## config.mk

```make
export PLATFORM = sky130hd
export DESIGN_NAME = trap_sequencer
export DESIGN_NICKNAME = d
export VERILOG_FILES = /design/src/rtl/trap_sequencer.sv
export SDC_FILE = /design/constraint.sdc
export NUM_CORES = 1
export LEC_CHECK = 0
export CAP_MARGIN = 15
export CORE_MARGIN = 5
export CORE_UTILIZATION = 49
export CTS_BUF_LIST = sky130_fd_sc_hd__clkbuf_2 sky130_fd_sc_hd__clkbuf_4 sky130_fd_sc_hd__clkbuf_8
export CTS_CLUSTER_DIAMETER = 150
export DETAILED_ROUTE_END_ITERATION = 8
export GPL_TIMING_DRIVEN = 0
export MAX_ROUTING_LAYER = met4
export PLACE_DENSITY = 0.9
export SLEW_MARGIN = 20
export SYNTH_ARGS = -nofsm -noshare
export SYNTH_HDL_FRONTEND = slang
export SYNTH_SLANG_ARGS = --single-unit
```

## constraint.sdc

```tcl
create_clock -name clk -period 1.6 [get_ports clk]
set_input_delay 0.32 -clock clk [delete_from_list [all_inputs] [get_ports clk]]
set_output_delay 0.32 -clock clk [all_outputs]
set_load 0.05 [all_outputs]
```

## src/rtl/trap_sequencer.sv

```systemverilog
// Trap micro-op injector: RTI pops or INT pushes, then NOP drain.
// Sits between fetch and decode; out replaces the fetched word while busy.
module trap_sequencer #(
  parameter int INSTR_W = 16,
  parameter int NOP_CYCLES = 4,
  parameter logic [INSTR_W-1:0] POP_PC_HIGH_OP  = 16'b0110000010001001,
  parameter logic [INSTR_W-1:0] POP_PC_LOW_OP   = 16'b0110000010001000,
  parameter logic [INSTR_W-1:0] POP_CCR_OP      = 16'hFFFF,
  parameter logic [INSTR_W-1:0] PUSH_CCR_OP     = 16'hFFFE,
  parameter logic [INSTR_W-1:0] PUSH_PC_LOW_OP  = 16'b0101000010001000,
  parameter logic [INSTR_W-1:0] PUSH_PC_HIGH_OP = 16'b0101000010001001,
  parameter logic [INSTR_W-1:0] NOP_OP          = 16'h0000
) (
  input  logic               clk,
  input  logic               reset,
  input  logic               rti,
  input  logic               intr,
  input  logic               hold,
  output logic [INSTR_W-1:0] out,
  output logic               out_valid,
  output logic               stall,
  output logic               busy,
  output logic               mode,
  output logic               done,
  output logic               vec_load
);

  localparam int CW = (NOP_CYCLES < 1) ? 1 : $clog2(NOP_CYCLES + 1);
  localparam logic [CW-1:0] NOP_N = CW'(NOP_CYCLES);

  typedef enum logic [2:0] {
    S_IDLE, S_OP0, S_OP1, S_OP2, S_DRAIN
  } state_e;

  state_e state_q, state_d;
  logic [CW-1:0] cnt_q, cnt_d;
  logic pend_int_q, pend_int_d;
  logic pend_rti_q, pend_rti_d;
  logic mode_q, mode_d;
  logic [INSTR_W-1:0] out_q, out_d;
  logic ov_q, ov_d;
  logic stall_q, stall_d;
  logic busy_q, busy_d;
  logic done_q, done_d;
  logic vl_q, vl_d;
  logic want_int, want_rti;

  assign want_int = intr | pend_int_q;
  assign want_rti = rti | pend_rti_q;

  always_comb begin
    state_d = state_q;
    cnt_d = cnt_q;
    pend_int_d = pend_int_q | intr;
    pend_rti_d = pend_rti_q | rti;
    mode_d = mode_q;
    out_d = out_q;
    ov_d = ov_q;
    stall_d = stall_q;
    busy_d = busy_q;
    done_d = done_q;
    vl_d = vl_q;
    if (!hold) begin
      unique case (state_q)
        S_IDLE: begin
          if (want_int) begin
            state_d = S_OP0;
            mode_d = 1'b1;
            pend_int_d = 1'b0;
          end else if (want_rti) begin
            state_d = S_OP0;
            mode_d = 1'b0;
            pend_rti_d = 1'b0;
          end
        end
        S_OP0: state_d = S_OP1;
        S_OP1: state_d = S_OP2;
        S_OP2: begin
          if (NOP_CYCLES == 0) begin
            state_d = S_IDLE;
          end else begin
            state_d = S_DRAIN;
            cnt_d = NOP_N;
          end
        end
        S_DRAIN: begin
          cnt_d = cnt_q - CW'(1);
          if (cnt_q == CW'(1)) state_d = S_IDLE;
        end
        default: state_d = S_IDLE;
      endcase
      // Outputs are registered from the next state
      busy_d = (state_d != S_IDLE);
      ov_d = busy_d;
      stall_d = busy_d | pend_int_d | pend_rti_d;
      done_d = (state_q != S_IDLE) && (state_d == S_IDLE);
      vl_d = done_d & mode_d;
      unique case (state_d)
        S_OP0: out_d = mode_d ? PUSH_CCR_OP : POP_PC_HIGH_OP;
        S_OP1: out_d = mode_d ? PUSH_PC_LOW_OP : POP_PC_LOW_OP;
        S_OP2: out_d = mode_d ? PUSH_PC_HIGH_OP : POP_CCR_OP;
        default: out_d = NOP_OP;
      endcase
    end
  end

  always_ff @(posedge clk) begin
    if (!reset) begin
      state_q <= S_IDLE;
      cnt_q <= '0;
      pend_int_q <= 1'b0;
      pend_rti_q <= 1'b0;
      mode_q <= 1'b0;
      out_q <= NOP_OP;
      ov_q <= 1'b0;
      stall_q <= 1'b0;
      busy_q <= 1'b0;
      done_q <= 1'b0;
      vl_q <= 1'b0;
    end else begin
      state_q <= state_d;
      cnt_q <= cnt_d;
      pend_int_q <= pend_int_d;
      pend_rti_q <= pend_rti_d;
      mode_q <= mode_d;
      out_q <= out_d;
      ov_q <= ov_d;
      stall_q <= stall_d;
      busy_q <= busy_d;
      done_q <= done_d;
      vl_q <= vl_d;
    end
  end

  assign out = out_q;
  assign out_valid = ov_q;
  assign stall = stall_q;
  assign busy = busy_q;
  assign mode = mode_q;
  assign done = done_q;
  assign vec_load = vl_q;

endmodule

```

Run 1, wires at chosen ports, followed through buffers:
Drawn at 8 px/um.
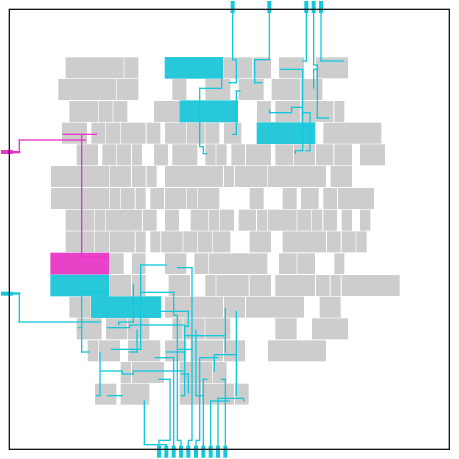
- cyan: `out` (bits 16; direction output; edge 10 bottom, 5 top, 1 left; end cells 5; buffers 27; wire 374 um)
- magenta: `stall` (bits 1; direction output; edge left; end cells 1; buffers 1; wire 33.2 um)
I/O Pins: 27
I/O Buffers: 26

Run 1, logic cells by family:
Drawn at 6 px/um.
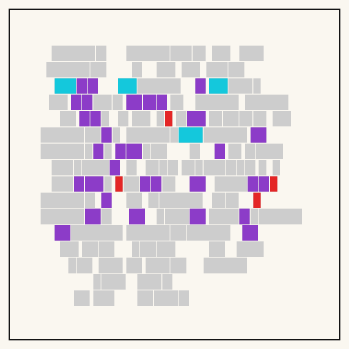
- cyan: non-inverting ao/oa cells (cells 4)
- red: inv cells (cells 4)
- purple: aoi and oai cells (cells 32)

==> deck_impl_summary.md, run 1 <==
Implementation Results

Critical path
  • FF-to-FF setup slack: 0.21 ns
  • CP endpoint: out[3]
  • CP peak stage delay: 0.54 ns
  • Worst r2r src: state_q[2]$_SDFFE_PN0N_
  • Crit path arrival time: 1.23 ns
  • Critical Path Stages: 1
  • Reg2Reg Depth: 4

CTS
  • Total setup buffers inserted after CTS: 0
  • Clock-pin transition on the worst setup and hold timing paths: 0.10 ns
  • Sink Count: 18

Pwr
  • Switching Fraction: 0.369
  • Clock power frac: 0.235
  • Pint: 0.759 mW

STA
  • Final setup violating endpoints: 0
  • Setup TNS: 0 ns
  • Slew Limit Fails: 0

Die
  • # Taps: 27
  • Fp util: 0.507
  • Core area: 1940 um2

Layout
  • Logic share of the area: 0.384
  • Number of diodes: 0
  • Reg area: 364 um2
  • Logic area: 498 um2
  • Comb_multi_in: 81
  • Area growth syn-to-layout: 31.8%
  • Most frequent cells in the layout: dfxtp_1, buf_4, nand2_1

Job
  • Tool Warnings: 27

Run status
  • Outcome: completed

Yosys
  • Mapped cell area: 985 um2
  • Ys cells: 121
  • Count leader, synth: dfxtp_1
  • Synth Register Bits: 18
  • Area leader share: 0.366

Hold path
  • Worst hold path startpoint: vec_load$_SDFFE_PN0N_

Drt
  • Via density: 5.38

GRT
  • Largest net degree at the start of global routing: 12
Run 1, wiring heat map:
Drawn at 6 px/um. The die is cut into 11 by 11 equal tiles; white is low, dark blue is high, scaled to the fullest tile. Values are wire area over tile area, all layers added.
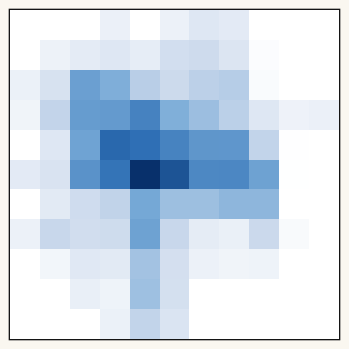
- mean over tiles: 0.13
- emptiest ninth of the die: bottom right
- densest ninth of the die: middle

[run 1: state kept, by name (all words and copies together), names as in the netlist]
name	count
mode	1
state_q	3
vec_load	1
out	5
stall	1
busy	1
pend_int_q	1
done	1
pend_rti_q	1
cnt_q	3
[run 1: routing by layer]
metal  vias up  wire length (um)  track usage
met1       456               962        0.243
met5         -                 0            -
met4         0                27       0.0539
met2        29              1290        0.329
li1        466                 -            -
met3         6               124       0.0490
[run 1: repair_timing]
item	CTS	global route
hold buffers	0	0
pin swaps	0	0
setup endpoints to repair	22	13
gates resized	47	14
[run 1: through the flow]
stage / setup slack [ns] / power [mW]
after floorplan: 0.212 / 0.822
after global placement: -0.213 / 0.941
after detailed placement: -0.232 / 0.952
after CTS: 0.00416 / 1.21
after global routing: 0.00424 / 1.27
final: 0.0541 / 1.20
Run 1, congestion heat map:
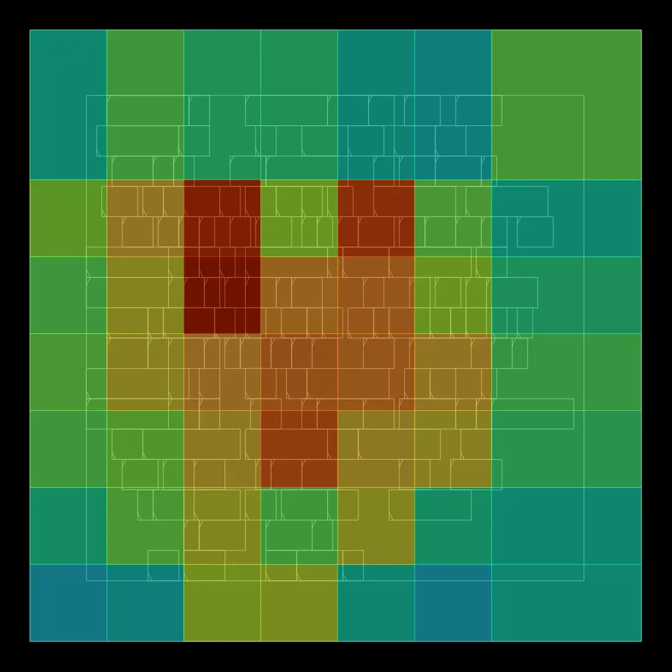

==> run 1 -> run 2 <==
--- a/config.mk
+++ b/config.mk
@@ -5,14 +5,12 @@
 export SDC_FILE = /design/constraint.sdc
 export NUM_CORES = 1
 export LEC_CHECK = 0
-export CAP_MARGIN = 15
 export CORE_MARGIN = 5
 export CORE_UTILIZATION = 49
 export CTS_BUF_LIST = sky130_fd_sc_hd__clkbuf_2 sky130_fd_sc_hd__clkbuf_4 sky130_fd_sc_hd__clkbuf_8
 export CTS_CLUSTER_DIAMETER = 150
 export DETAILED_ROUTE_END_ITERATION = 8
 export GPL_TIMING_DRIVEN = 0
-export MAX_ROUTING_LAYER = met4
 export PLACE_DENSITY = 0.9
 export SLEW_MARGIN = 20
 export SYNTH_ARGS = -nofsm -noshare
Run 2, congestion heat map:
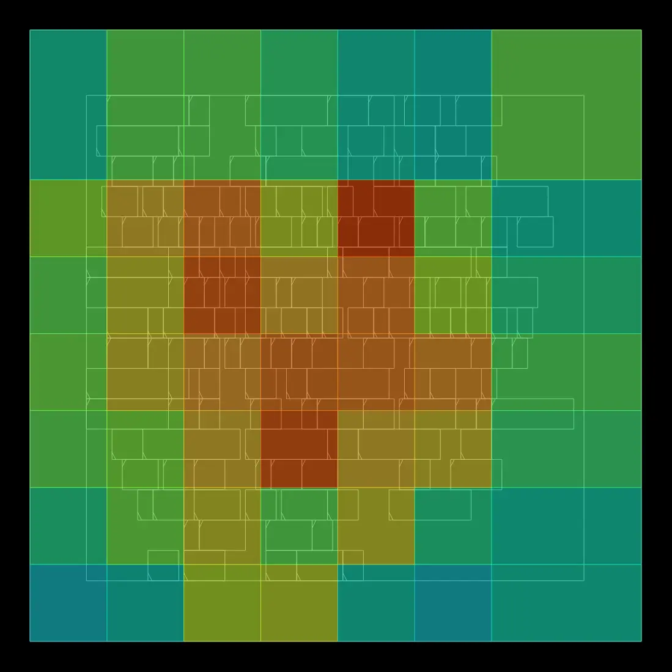
Avg WL per Cell: 13.4 um
GR met1 Demand/Resource: 0.239
grt met2 use: 0.331
Top Usage Layer GRT: met2

==> run 2 against run 1 <==
  * First-iteration DRC count down 11%
  * Worst hold slack about the same
  * Core utilization unchanged
  * Setup slack worse by 0.0051 ns
  * Die area unchanged
  * Critical path depth unchanged
  * Highest routed layer unchanged
  * Largest power group unchanged
  * Sequential power about the same
  * Non-clock buffer count unchanged
  * Combinational power about the same
  * Fmax down 0.33%
  * Critical endpoint unchanged
  * Final cell count unchanged
==> deck_impl_summary.md, run 2 <==
Implementation Results

Critical path
  • CP peak stage delay: 0.54 ns (about the same)
  • CP endpoint: out[3]
  • Crit path max-delay family: buffers and inverters
  • Reg2Reg Depth: 4 (unchanged)
  • Slowest cell on crit path: dlygate4sd2_1
  • Crit Path Category: flop to primary output
  • Critical Path Stages: 1 (unchanged)
  • Worst r2r src: state_q[2]$_SDFFE_PN0N_
  • CP max FO: 4
  • Crit path arrival time: 1.23 ns (about the same)
  • FF-to-FF setup slack: 0.18 ns (-0.03 ns)
  • Critical-path cell list: dlygate4sd2_1

Job
  • Tool Warnings: 27 (unchanged)

Layout
  • Final non-filler cell total: 178
  • Logic area: 498 um2 (unchanged)
  • Comb_multi_in: 81 (unchanged)
  • Logic share of the area: 0.384 (unchanged)
  • Area growth syn-to-layout: 31.8% (unchanged)
  • Max reg flops: 5 (unchanged)
  • Final Util: 0.668
  • Reg area: 364 um2 (unchanged)
  • Most frequent cells in the layout: dfxtp_1, buf_4, nand2_1
  • Number of diodes: 0 (unchanged)
  • Non-CTS buffers: 44

Yosys
  • Post-synth EDFFs: 0
  • Count leader, synth: dfxtp_1
  • Mapped cell area: 985 um2 (unchanged)
  • Floorplan Nets: 128
  • Area leader share: 0.366 (unchanged)
  • Ys cells: 121 (unchanged)
  • Synth Register Bits: 18 (unchanged)

Pwr
  • PD cells: 929 nW/um2
  • VDD IR-drop max: 646 uV
  • Total Power: 1.21 mW (+0.17%)
  • P_leak: 0.568 nW

GRT
  • Largest net degree at the start of global routing: 12 (unchanged)

Drt
  • Drt pass-1 iters: 4
  • Via density: 5.40 (+0.52%)

STA
  • Minimum clock period: 1.55 ns
  • Slew Limit Fails: 0 (unchanged)
  • Final worst slack: 0.0490 ns (-0.00511 ns)
  • Setup TNS: 0 ns (unchanged)
  • Final setup violating endpoints: 0 (unchanged)

Die
  • I/O Pins: 27 (unchanged)
  • Die Size: 3010 um2
  • Core area: 1940 um2 (unchanged)
  • # Taps: 27 (unchanged)
  • Fp util: 0.507 (unchanged)

CTS
  • Cts bufs inserted: 3
  • Total setup buffers inserted after CTS: 0 (unchanged)
  • Clock-pin transition on the worst setup and hold timing paths: 0.10 ns (about the same)
  • Clock root cell: clkbuf_4
  • Cts repair resizes: 47 (unchanged)
  • Sink Count: 18 (unchanged)
  • Hold-fix buffers at CTS: 0 (unchanged)

Place
  • Place WS: -0.232 ns (unchanged)
  • I/O Buffers: 26 (unchanged)
  • Post-DP HPWL: 1.79 mm

Run status
  • Outcome: completed

Hold path
  • Sink of the worst hold path: vec_load$_SDFFE_PN0N_
  • Worst hold path startpoint: vec_load$_SDFFE_PN0N_
Run 2, wiring heat map:
Drawn at 6 px/um. The die is cut into 11 by 11 equal tiles; white is low, dark blue is high, scaled to the fullest tile. Values are wire area over tile area, all layers added.
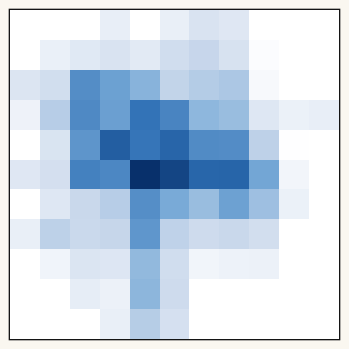
- mean over tiles: 0.13
- nearly empty tiles: 32%
- densest ninth of the die: middle
- emptiest ninth of the die: bottom right
via count: 962
final WL: 2.39 mm
GRT Total Usage: 0.194

run 2: cells by family after synthesis:
group / after synthesis / share of synthesized area
and+or+nand+nor: 41 / 0.221
AOI/OAI and AO/OA: 36 / 0.234
buffers and inverters: 22 / 0.135
DFF: 18 / 0.366
adders and majority gates: 2 / 0.0254
xor gates and xnor gates: 1 / 0.00890
muxes: 1 / 0.0102
run 2: power breakdown:
part | internal (mW) | switching (mW) | total [mW]
Clock | 0.139 | 0.146 | 0.285
Sequential | 0.478 | 0.0298 | 0.508
Combinational | 0.142 | 0.270 | 0.412
Total | 0.759 | 0.446 | 1.21
run 2: layer usage:
metal	wire length [um]	GRT usage	vias up	part of all wire
met4	12	0.0539	0	0.0050
met2	1290	0.331	31	0.54
met1	958	0.239	461	0.40
li1	-	-	468	-
met5	0	0	-	0
met3	124	0.0490	2	0.052
Run 2, wires at chosen ports, followed through buffers:
Drawn at 8 px/um.
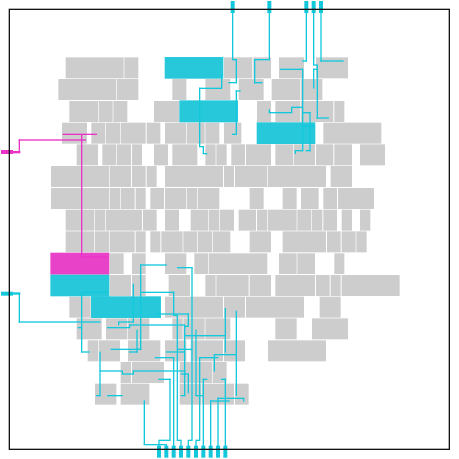

==> run 2 -> run 3 <==
--- a/config.mk
+++ b/config.mk
@@ -11,7 +11,7 @@
 export CTS_CLUSTER_DIAMETER = 150
 export DETAILED_ROUTE_END_ITERATION = 8
 export GPL_TIMING_DRIVEN = 0
-export PLACE_DENSITY = 0.9
+export PLACE_DENSITY = 0.88
 export SLEW_MARGIN = 20
 export SYNTH_ARGS = -nofsm -noshare
 export SYNTH_HDL_FRONTEND = slang
Run 3, wires at chosen ports, followed through buffers:
Drawn at 8 px/um.
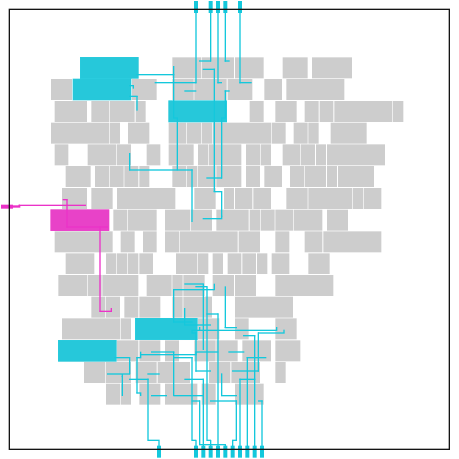

Run 3, logic cells by family:
Drawn at 6 px/um.
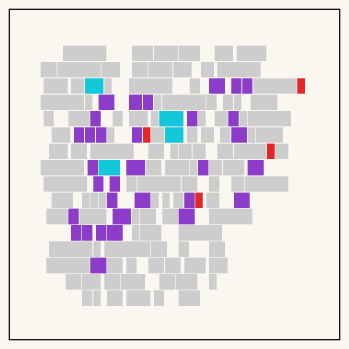
- purple: aoi and oai cells (cells 32)
- red: inv cells (cells 4)
- cyan: non-inverting ao/oa cells (cells 4)

==> run 3 against run 2 <==
  * Worst hold slack gained 0.0064 ns
  * Clock power shrank 1%
  * Final area is the same
  * Clock skew grew 0.0026 ns
  * Critical path depth grew 1
  * Via count shrank 0.10%
  * Clock-buffer cell count is the same
  * Flip-flop count is the same
  * Register-to-register slack gained 0.04 ns
  * Critical endpoint is now out[6]
  * Largest power group unchanged
  * Highest routed layer unchanged
==> deck_impl_summary.md, run 3 <==
Implementation Results

Pwr
  • Clock group: 0.281 mW (-1%)
  • Switching Fraction: 0.369 (-0.00147)
  • Seq power: 0.510 mW (about the same)
  • PD cells: 929 nW/um2 (about the same)
  • Combinational power: 0.415 mW (about the same)
  • P_leak: 0.563 nW (-0.86%)
  • Flop pwr share: 0.423 (+0.002)
  • Logic pwr share: 0.344 (+0.002)

GRT
  • GR met1 Demand/Resource: 0.208 (-0.0311)
  • Largest net degree at the start of global routing: 12 (unchanged)
  • GRT Total Usage: 0.178 (-0.0162)
  • Top Usage Layer GRT: met2

Job
  • Tool Warnings: 27 (unchanged)

Drt
  • Metal3 WL: 84 um (-32%)
  • Via density: 5.40 (-0.10%)
  • Drt pass-1 iters: 4 (unchanged)

Critical path
  • Reg2Reg Depth: 4 (unchanged)
  • Worst r2r src: state_q[2]$_SDFFE_PN0N_
  • Critical-path cell list: buf_4 > clkdlybuf4s15_2
  • CP peak stage delay: 0.44 ns (-0.10 ns)
  • Crit path arrival time: 1.22 ns (about the same)
  • FF-to-FF setup slack: 0.22 ns (+0.04 ns)
  • Crit Path Category: flop to primary output

Run status
  • Outcome: completed

Yosys
  • Top logic family: AND-OR/OR-AND gates
  • Count leader, synth: dfxtp_1
  • Ys cells: 121 (unchanged)
  • Post-synth EDFFs: 0 (unchanged)
  • Synth Area in Compound Gates: 0.234 (unchanged)
  • Synth Register Bits: 18 (unchanged)

Die
  • I/O Pins: 27 (unchanged)
  • Core area: 1940 um2 (unchanged)

CTS
  • Clock root cell: clkbuf_4
  • Clock-pin transition on the worst setup and hold timing paths: 0.10 ns (about the same)
  • Total setup buffers inserted after CTS: 0 (unchanged)
  • Cts bufs inserted: 3 (unchanged)

STA
  • Setup TNS: 0 ns (unchanged)
  • Final worst slack: 0.0621 ns (+0.0132 ns)
  • Slew Limit Fails: 0 (unchanged)

Place
  • Post-DP HPWL: 1.73 mm (-3.1%)

Hold path
  • Worst hold path startpoint: out[0]$_SDFFE_PN0N_
  • Sink of the worst hold path: out[0]$_SDFFE_PN0N_

Layout
  • Final Util: 0.668 (unchanged)
  • Number of diodes: 0 (unchanged)
-- run 3: metrics by stage --
stage	cell area (um2)	instances
2_1_floorplan	985	121
3_5_place_dp	1280	174
4_1_cts	1320	178
6_report	1300	178
3_3_place_gp	1280	174
5_1_grt	1300	178
-- run 3: cells by family (layout without fill, tap and decap cells) --
logic type	count (synthesis)	in the layout
adder cells (fa/ha/maj)	2	2
buffers and inverters	22	52
AND/OR/NAND/NOR	41	41
XOR/XNOR	1	1
multiplexers	1	1
flip-flops	18	18
AND-OR/OR-AND	36	36
-- run 3: cell type report --
cell class                      count  area, um2
Timing Repair Buffer               26        235
Buffer                             18        118
Clock buffer                        4       36.3
Inverter                            4       15.0
Multi-Input combinational cell     81        498
Fill cell                         173        644
Tap cell                           27       33.8
Sequential cell                    18        362
Power and IR drop assume default switching activity.
